<file path="config.mk">
export PLATFORM = sky130hd
export DESIGN_NAME = pipeline_hazard_ctrl
export DESIGN_NICKNAME = d
export VERILOG_FILES = /design/src/rtl/pipeline_hazard_ctrl.sv
export SDC_FILE = /design/constraint.sdc
export NUM_CORES = 1
export LEC_CHECK = 0
export ABC_AREA = 1
export CAP_MARGIN = 30
export CORE_ASPECT_RATIO = 1.1
export CORE_MARGIN = 2
export CORE_UTILIZATION = 40
export CTS_CLUSTER_DIAMETER = 120
export DETAILED_ROUTE_END_ITERATION = 12
export PLACE_DENSITY = 0.86
export SKIP_LAST_GASP = 1
export SLEW_MARGIN = 0
export SYNTH_ARGS = -nofsm -noshare
export SYNTH_HDL_FRONTEND = slang
export SYNTH_SLANG_ARGS = --single-unit
</file>
<file path="constraint.sdc">
create_clock -name clk -period 4.15 [get_ports clk]
set_input_delay 0.83 -clock clk [delete_from_list [all_inputs] [get_ports clk]]
set_output_delay 0.83 -clock clk [all_outputs]
set_load 0.01 [all_outputs]
</file>
<file path="src/rtl/pipeline_hazard_ctrl.sv">
// Hazard controller for the 5-stage MIPS pipeline: stall/flush enables,
// operand-forwarding selects, mult/div busy sequencer and memory wait stall.
module pipeline_hazard_ctrl #(
   parameter int unsigned MULT_LAT = 4,
   parameter int unsigned DIV_LAT  = 16
) (
   input  logic       clk,
   input  logic       reset,
   input  logic [4:0] RsD,
   input  logic [4:0] RtD,
   input  logic [4:0] RsE,
   input  logic [4:0] RtE,
   input  logic [4:0] WriteReg_E,
   input  logic [4:0] WriteReg_M,
   input  logic [4:0] WriteReg_W,
   input  logic       RegWrite_E,
   input  logic       RegWrite_M,
   input  logic       RegWrite_W,
   input  logic       MemToReg_E,
   input  logic       MemToReg_M,
   input  logic       Branch_D,
   input  logic       PCSrc_D,
   input  logic       MfHiLo_D,
   input  logic       MulDivStart_E,
   input  logic       MulDivIsDiv_E,
   input  logic       MemReq_M,
   input  logic       MemReady_M,
   output logic       StallF,
   output logic       StallD,
   output logic       StallE,
   output logic       StallM,
   output logic       FlushD,
   output logic       FlushE,
   output logic       FlushM,
   output logic       FlushW,
   output logic [1:0] ForwardAE,
   output logic [1:0] ForwardBE,
   output logic       ForwardAD,
   output logic       ForwardBD,
   output logic       MulDivBusy,
   output logic       MulDivDone
);

   localparam int unsigned CNT_W = (DIV_LAT > 1) ? $clog2(DIV_LAT) : 1;
   localparam logic [CNT_W-1:0] MULT_LOAD = CNT_W'(MULT_LAT - 1);
   localparam logic [CNT_W-1:0] DIV_LOAD  = CNT_W'(DIV_LAT - 1);

   typedef enum logic {ST_IDLE, ST_BUSY} state_t;

   state_t           r_state;
   state_t           w_state_nxt;
   logic [CNT_W-1:0] r_cnt;
   logic [CNT_W-1:0] w_cnt_nxt;

   logic w_memwait;
   logic w_mdstruct;
   logic w_lwstall;
   logic w_brstall;
   logic w_hilostall;
   logic w_dstall;

   // A register-file dependency that only counts when the producer writes a non-zero register.
   function automatic logic f_match(input logic [4:0] a, input logic [4:0] b, input logic we);
      return we && (b != 5'd0) && (a == b);
   endfunction

   // Hazard source decode.
   assign w_memwait   = MemReq_M && !MemReady_M;
   assign w_mdstruct  = MulDivBusy && MulDivStart_E;
   assign w_lwstall   = MemToReg_E && (f_match(RsD, WriteReg_E, 1'b1) ||
                                       f_match(RtD, WriteReg_E, 1'b1));
   assign w_brstall   = Branch_D && (f_match(RsD, WriteReg_E, RegWrite_E) ||
                                     f_match(RtD, WriteReg_E, RegWrite_E) ||
                                     f_match(RsD, WriteReg_M, MemToReg_M) ||
                                     f_match(RtD, WriteReg_M, MemToReg_M));
   assign w_hilostall = MfHiLo_D && (MulDivBusy || MulDivStart_E);
   assign w_dstall    = w_lwstall || w_brstall || w_hilostall;

   // Busy covers the done cycle; Done is suppressed while reset abandons the operation.
   assign MulDivBusy = (r_state == ST_BUSY);
   assign MulDivDone = (r_state == ST_BUSY) && (r_cnt == '0) && !reset;

   // Sequencer state register.
   always_ff @(posedge clk) begin
      if (reset) begin
         r_state <= ST_IDLE;
         r_cnt   <= '0;
      end else begin
         r_state <= w_state_nxt;
         r_cnt   <= w_cnt_nxt;
      end
   end

   // Sequencer next state: starts are refused during a memory wait; the count runs regardless.
   always_comb begin
      w_state_nxt = r_state;
      w_cnt_nxt   = r_cnt;
      case (r_state)
         ST_IDLE: begin
            if (MulDivStart_E && !w_memwait) begin
               w_state_nxt = ST_BUSY;
               w_cnt_nxt   = MulDivIsDiv_E ? DIV_LOAD : MULT_LOAD;
            end
         end
         ST_BUSY: begin
            if (r_cnt == '0) begin
               w_state_nxt = ST_IDLE;
            end else begin
               w_cnt_nxt = r_cnt - CNT_W'(1);
            end
         end
      endcase
   end

   // Prioritised stall/flush selection and forwarding selects.
   always_comb begin
      StallF    = 1'b0;
      StallD    = 1'b0;
      StallE    = 1'b0;
      StallM    = 1'b0;
      FlushD    = 1'b0;
      FlushE    = 1'b0;
      FlushM    = 1'b0;
      FlushW    = 1'b0;
      ForwardAE = 2'b00;
      ForwardBE = 2'b00;
      ForwardAD = 1'b0;
      ForwardBD = 1'b0;
      if (reset) begin
         FlushD = 1'b1;
         FlushE = 1'b1;
         FlushM = 1'b1;
         FlushW = 1'b1;
      end else begin
         if (f_match(RsE, WriteReg_M, RegWrite_M))      ForwardAE = 2'b10;
         else if (f_match(RsE, WriteReg_W, RegWrite_W)) ForwardAE = 2'b01;
         if (f_match(RtE, WriteReg_M, RegWrite_M))      ForwardBE = 2'b10;
         else if (f_match(RtE, WriteReg_W, RegWrite_W)) ForwardBE = 2'b01;
         ForwardAD = f_match(RsD, WriteReg_M, RegWrite_M);
         ForwardBD = f_match(RtD, WriteReg_M, RegWrite_M);

         if (w_memwait) begin
            StallF = 1'b1;
            StallD = 1'b1;
            StallE = 1'b1;
            StallM = 1'b1;
            FlushW = 1'b1;
         end else if (w_mdstruct) begin
            StallF = 1'b1;
            StallD = 1'b1;
            StallE = 1'b1;
            FlushM = 1'b1;
         end else if (w_dstall) begin
            StallF = 1'b1;
            StallD = 1'b1;
            FlushE = 1'b1;
         end else begin
            FlushD = PCSrc_D;
         end
      end
   end

endmodule

</file>
==> impl_metrics.tcl, run 1 <==
# flow metrics
set metrics [dict create \
    pre_cts_ws_ps 542 \
    synth-area-yosys_mm2 0.00105 \
    vdd_drop_max_v 0.000170 \
    worstMarginPinSlew_ps 285 \
    wire_per_inst_um 10.1 \
    met3_length_um 177 \
    core_util_floorplan_pct 42.0 \
    fin_tns_setup_ps 0 \
    avgSynthCellArea_um2 5.48 \
    grt_max_degree 13 \
    p_leak_nw 0.833 \
    ant_nets 0 \
    synth_top_cell_by_count "nand2_1" \
    fin_nets 308 \
    path_clk_slew_ps 40 \
    hp-class "reg -> reg" \
    ys_async_sr_fraction_pct 0 \
    fa_ha_area_share_pct 2.39 \
    die_area_mm2 0.00304 \
    xor_area_share_pct 19.2 \
    antenna_found_initial 0 \
    edf_count 0 \
    status "complete, no violations" \
    syn-cell-area_mm2 0.00105 \
    htree_levels 1 \
    m1WireLength_mm 1.19 \
    arrival_ps 2780 \
    ys_sh_simple_pct 42.4 \
    portBuffers 64 \
    coreArea_mm2 0.00250 \
    syn2layout_area_growth_pct 65.6 \
    drt-pass1-iter-count 4 \
    switching_share_pct 36.2 \
    grt_pass1_vias 1254 \
    crit_chain "clkdlybuf4s50_1 > inv_2 > nand2_1 > nand2_1 > nor2_1 > nand3_1 > nand2_1 > nand2_1 > nand3_2 > nor2_2 > nor2_2 > clkdlybuf4s50_1" \
    post-cts-setup-buffers 0 \
    slew_headroom_pct 80.8 \
    warning_count 27 \
    cp_max_fo 6 \
    fin_skew_ps 0.345 \
    n_antenna_cell 0 \
    cts.path.max_buffers 2 \
]
-- run 1: cells by family after synthesis --
family | count (synthesis)
adder cells (fa/ha/maj) | 2
XOR/XNOR | 23
buffers and inverters | 37
flip-flops | 5
AND-OR/OR-AND | 21
AND/OR/NAND/NOR | 103
-- run 1: cell usage in the layout (no fill, tap or decap), drive strengths merged, types with 3 or more instances in the layout --
| cell | count |
|---|---|
| o22ai | 3 |
| dfxtp | 5 |
| nand3 | 11 |
| nand4 | 5 |
| xnor2 | 10 |
| nor2 | 23 |
| nand2 | 54 |
| clkdlybuf4s50 | 64 |
| a21oi | 6 |
| clkbuf | 4 |
| o21ai | 7 |
| inv | 33 |
| xor2 | 13 |
| nor3 | 7 |
-- run 1: routing by layer --
| metal | GRT usage [%] | up-vias |
|---|---|---|
| met5 | 0 | - |
| met2 | 38.9 | 44 |
| li1 | - | 730 |
| met3 | 1.55 | 6 |
| met1 | 24.6 | 598 |
| met4 | 6.96 | 0 |
-- run 1: flip-flops by register name (all words and copies together) (netlist names) --
signal	flops
r_cnt	4
MulDivBusy	1
-- run 1: path summary, 6_finish.rpt --
path | startpoint | end | slack, ps | cells after the start
min | r_cnt[0] | r_cnt[0] | 500 | 1
min reg2reg | r_cnt[0] | r_cnt[0] | 500 | 1
max reg2reg | r_cnt[0] | r_cnt[1] | 2730 | 7
max | WriteReg_M[1] | StallD | 540 | 12
-- run 1: per-stage QoR --
step,instance area (um2),util [%]
after global placement,1710,68.4
final,1730,69.5
after CTS,1730,69.5
after floorplan,1050,-
after detailed placement,1710,68.4
after global routing,1730,69.5
-- run 1: critical path, delay by kind of cell --
family	cells	cell delay (ps)
simple gates	9	710
buf+inv	3	1240
-- run 1: cell type report --
cell class | instances | area, um2 | share of cell area, %
repair buffers | 65 | 648 | 37.4
flip-flops and latches | 5 | 100 | 5.77
inverters | 33 | 124 | 7.14
clock buffers | 4 | 26.3 | 1.52
well taps | 31 | 38.8 | 2.24
multi-input cells | 149 | 797 | 46.0
-- run 1: power by group through the flow --
stage                     logic, mW  clock network [mW]  registers [mW]
after floorplan              0.0877                   0          0.0619
after global placement        0.169                   0          0.0632
after detailed placement      0.171                   0          0.0633
after CTS                     0.171              0.0576          0.0624
after global routing          0.190              0.0603          0.0634
final                         0.170              0.0566          0.0622
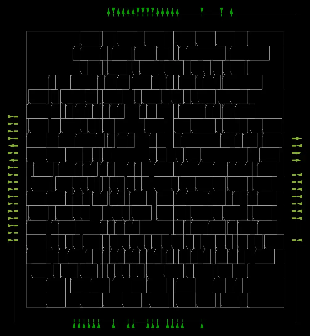
**Above:** run 1 (placed standard cells).
Final Util: 69.5%
Layout fillers: 237
Seq/total area: 5.77%
num rows: 19
number of sequential cells: 5

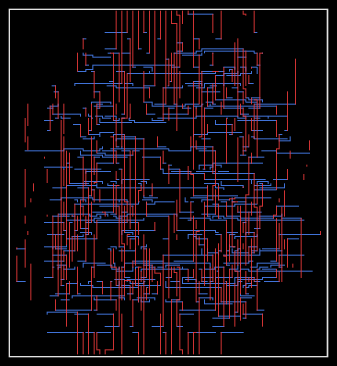
**Above:** run 1 (wiring by layer).
Drawn at 6 px/um. Only two layers are drawn.
legend:
  metal 1:
    colour: blue
    wire_length: 1190 um
  metal 2:
    colour: red
    wire_length: 1480 um

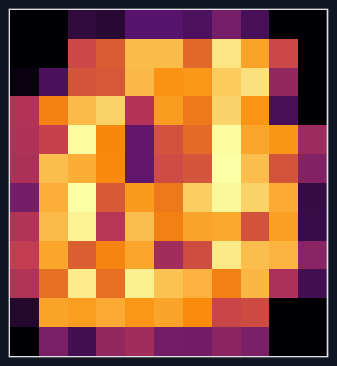
**Above:** run 1 (placement density heat map).
Drawn at 6 px/um. The die is cut into 11 by 12 equal tiles; black is low, pale yellow is high, 0 to 100% covered.
fullest tile: 100%
mean over tiles: 56%
nearly empty tiles: 11%
tiles over 75% full: 38%

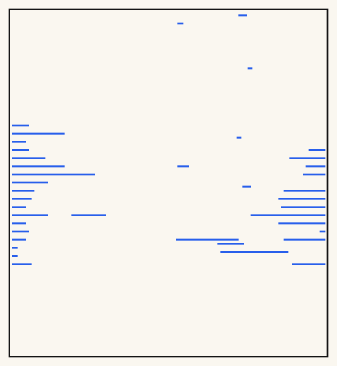
**Above:** run 1 (the metal 3 layer).
Drawn at 6 px/um.
main direction: horizontal
nets with wire on the layer: 37
longest straight run: 13.6 um
share of all routed wire: 6.1%

==> run 2, diff against run 1 <==
--- a/config.mk
+++ b/config.mk
@@ -14,7 +14,7 @@
 export DETAILED_ROUTE_END_ITERATION = 12
 export PLACE_DENSITY = 0.86
 export SKIP_LAST_GASP = 1
-export SLEW_MARGIN = 0
+export SLEW_MARGIN = 10
 export SYNTH_ARGS = -nofsm -noshare
 export SYNTH_HDL_FRONTEND = slang
 export SYNTH_SLANG_ARGS = --single-unit
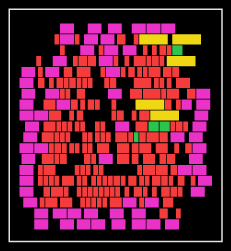
**Above:** run 2 (cells coloured by class).
Drawn at 4 px/um.
legend:
  combinational and other logic:
    colour: red
    cells: 182
  other buffers and delay cells:
    colour: magenta
    cells: 65
  clock drivers and dummy loads:
    colour: green
    cells: 4
  flops:
    colour: yellow
    cells: 5

==> run 2 against run 1 <==
Compared with the run above: via count did not move; first-iteration DRC count unchanged; critical endpoint unchanged; clock power barely moved; final cell count unchanged; core utilization unchanged; setup slack is the same.
==> impl_metrics.tcl, run 2 <==
# flow metrics
set metrics [dict create \
    drt-pass1-iter-count 4 \
    status "complete, no violations" \
    n_antenna_cell 0 \
    warning_count 27 \
    post-cts-setup-buffers 0 \
    fa_ha_area_share_pct 2.39 \
    pre_cts_ws_ps 542 \
    die_area_mm2 0.00304 \
    hp-class "reg -> reg" \
    arrival_ps 2780 \
    syn2layout_area_growth_pct 65.6 \
    worstMarginPinSlew_ps 285 \
    p_leak_nw 0.833 \
    regMostFlops "r_cnt" \
    crit_chain "clkdlybuf4s50_1 > inv_2 > nand2_1 > nand2_1 > nor2_1 > nand3_1 > nand2_1 > nand2_1 > nand3_2 > nor2_2 > nor2_2 > clkdlybuf4s50_1" \
    lay_top_cells "64 x clkdlybuf4s50_1, 54 x nand2_1, 29 x inv_1" \
    fin_skew_ps 0.345 \
    vdd_drop_max_v 0.000170 \
    synth-area-yosys_mm2 0.00105 \
    antenna_found_initial 0 \
    path_clk_slew_ps 40 \
    edf_count 0 \
    slew_headroom_pct 80.8 \
    ys_sh_simple_pct 42.4 \
    cp_max_fo 6 \
    switching_share_pct 36.2 \
    nFillCells 237 \
    ant_nets 0 \
    xor_area_share_pct 19.2 \
    fin_tns_setup_ps 0 \
    coreArea_mm2 0.00250 \
    largest_register_ffs 4 \
    fin_nets 308 \
    mostFrequentLayoutCell "clkdlybuf4s50_1" \
]
[run 2: worst paths after layout]
kind / start / endpoint / slack (ps) / cells after the start
max: WriteReg_M[1] / StallD / 540 / 12
min: r_cnt[0] / r_cnt[0] / 500 / 1
max reg2reg: r_cnt[0] / r_cnt[1] / 2730 / 7
min reg2reg: r_cnt[0] / r_cnt[0] / 500 / 1
[run 2: area by class of cell]
cell class / count / area [um2] / share of cell area [%]
multi-input cells: 149 / 797 / 46.0
repair buffers: 65 / 648 / 37.4
inverters: 33 / 124 / 7.14
flip-flops and latches: 5 / 100 / 5.77
well taps: 31 / 38.8 / 2.24
clock buffers: 4 / 26.3 / 1.52
[run 2: cells by family (layout without fill, tap and decap cells)]
| family | count (synthesis) | in the layout |
|---|---|---|
| flops | 5 | 5 |
| fa+ha+maj | 2 | 2 |
| buf+inv | 37 | 102 |
| xor+xnor | 23 | 23 |
| compound gates | 21 | 21 |
| simple gates | 103 | 103 |
[run 2: power groups by stage]
stage               clock network [mW]  logic (mW)  registers (mW)
floorplan                            0      0.0877          0.0619
global placement                     0       0.169          0.0632
detailed placement                   0       0.171          0.0633
CTS                             0.0576       0.171          0.0624
global route                    0.0603       0.190          0.0634
finish                          0.0566       0.170          0.0622
[run 2: layer usage]
layer	vias to the layer above	share of wire (%)	global-route usage, %
li1	730	-	-
met1	598	41	24.6
met4	0	2.2	6.96
met5	-	0	0
met2	44	51	38.9
met3	6	6.1	1.55
[run 2: worst max-delay path: cells and delay by family]
family | cells | cell delay, ps
simple gates | 9 | 710
buf+inv | 3 | 1240
[run 2: per-stage QoR]
stage	cell area [um2]	utilization, %
after floorplan	1050	-
after global placement	1710	68.4
after detailed placement	1710	68.4
after CTS	1730	69.5
after global routing	1730	69.5
final	1730	69.5
==> run 3, diff against run 2 <==
--- a/config.mk
+++ b/config.mk
@@ -6,6 +6,7 @@
 export NUM_CORES = 1
 export LEC_CHECK = 0
 export ABC_AREA = 1
+export ABC_CLOCK_PERIOD_IN_PS = 4150
 export CAP_MARGIN = 30
 export CORE_ASPECT_RATIO = 1.1
 export CORE_MARGIN = 2
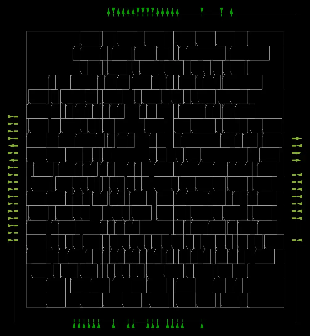
**Above:** run 3 (placed standard cells).
well tap count: 31
Finished Layout Cells: 287

==> run 3 against run 2 <==
Compared with the run above: clock-buffer cell count did not move; synthesized cell count did not move; via count did not move; register-to-register slack barely moved; setup slack did not move; clock power barely moved; first-iteration DRC count did not move; fmax did not move; critical endpoint unchanged.
==> impl_metrics.tcl, run 3 <==
# flow metrics
set metrics [dict create \
    arrival_ps 2780 \
    layout_worst_path_cycle_share_pct 86.9 \
    post-cts-setup-buffers 0 \
    vdd_drop_max_v 0.000170 \
    cts_num_sinks 5 \
    grt_pass1_vias 1254 \
    synth-area-yosys_mm2 0.00105 \
    die_x_um 52.8 \
    syn2layout_area_growth_pct 65.6 \
    fin_nets 308 \
    antenna_found_initial 0 \
    r2r-end "r_cnt[1]" \
    fin_skew_ps 0.345 \
    drt-pass1-iter-count 4 \
    regMostFlops "r_cnt" \
    ys_async_sr_fraction_pct 0 \
    synth_top_cell_by_count "nand2_1" \
    path_clk_slew_ps 40 \
    avgSynthCellArea_um2 5.48 \
    clock_latency_ps 240 \
    worstMarginPinSlew_ps 285 \
    fin_tns_setup_ps 0 \
    die_area_mm2 0.00304 \
    largest_register_ffs 4 \
    n_antenna_cell 0 \
    wire_per_inst_um 10.1 \
    status "complete, no violations" \
    grt_overflow 0 \
    cts.path.max_buffers 2 \
    dpl.hpwl_mm 2.57 \
    min_path_cells 1 \
    r2r-start "r_cnt[0]" \
    hp-class "reg -> reg" \
    warning_count 27 \
    placement_rows 19 \
    mostFrequentLayoutCell "clkdlybuf4s50_1" \
    reg2regPathDepth 7 \
    syn-cell-area_mm2 0.00105 \
    grt_max_degree 13 \
    lay_top_cells "64 x clkdlybuf4s50_1, 54 x nand2_1, 29 x inv_1" \
    slew_headroom_pct 80.8 \
    htree_levels 1 \
    edf_count 0 \
    coreArea_mm2 0.00250 \
    worstHoldStart "r_cnt[0]" \
    portBuffers 64 \
    cp_max_fo 6 \
]
==> run 3: worst max-delay path by stage <==
stage | from | to | slack (ps)
2_1_floorplan | WriteReg_M[2] | StallF | 1540
3_3_place_gp | WriteReg_M[1] | StallF | 570
3_5_place_dp | WriteReg_M[1] | StallD | 540
4_1_cts | WriteReg_M[1] | StallD | 540
5_1_grt | WriteReg_M[1] | StallD | 420
6_report | WriteReg_M[1] | StallD | 540
==> run 3: critical path, stage by stage <==
cell and delay (ps):
clkdlybuf4s50_1 610, inv_2 90, nand2_1 60, nand2_1 50, nor2_1 130, nand3_1 100
nand2_1 100, nand2_1 60, nand3_2 80, nor2_2 40, nor2_2 90, clkdlybuf4s50_1 540
==> run 3: metal layers <==
layer | routed length (um) | GRT usage (%)
met5 | 0 | 0
met1 | 1190 | 24.6
met4 | 63 | 6.96
met2 | 1480 | 38.9
met3 | 177 | 1.55
==> run 3: stage by stage <==
stage | hold slack (ps) | setup WS [ps] | cell area (um2) | util (%)
2_1_floorplan | 460 | 1540 | 1050 | -
3_3_place_gp | 489 | 571 | 1710 | 68.4
3_5_place_dp | 500 | 542 | 1710 | 68.4
4_1_cts | 505 | 540 | 1730 | 69.5
5_1_grt | 523 | 421 | 1730 | 69.5
6_report | 497 | 542 | 1730 | 69.5
==> run 3: cell families (layout without fill, tap and decap cells) <==
logic type,count (synthesis),in the layout,synth area share (%)
xor+xnor,23,23,19.2
simple gates,103,103,42.4
flops,5,5,9.56
compound gates,21,21,12.1
buf+inv,37,102,14.3
fa+ha+maj,2,2,2.39
==> run 3: power by group <==
group	switching, mW	total, mW	leakage [nW]	internal [mW]
logic	0.0770	0.170	0.776	0.0933
registers	0.00740	0.0622	0.0417	0.0548
clock network	0.0202	0.0566	0.0150	0.0364
==> run 3: area by class of cell <==
type	count	area [um2]	area share (%)
clock buffer	4	26.3	1.52
inverter	33	124	7.14
multi-input combinational	149	797	46.0
sequential	5	100	5.77
tap	31	38.8	2.24
timing repair buffer	65	648	37.4
Power is estimated from default activity; no workload was simulated.
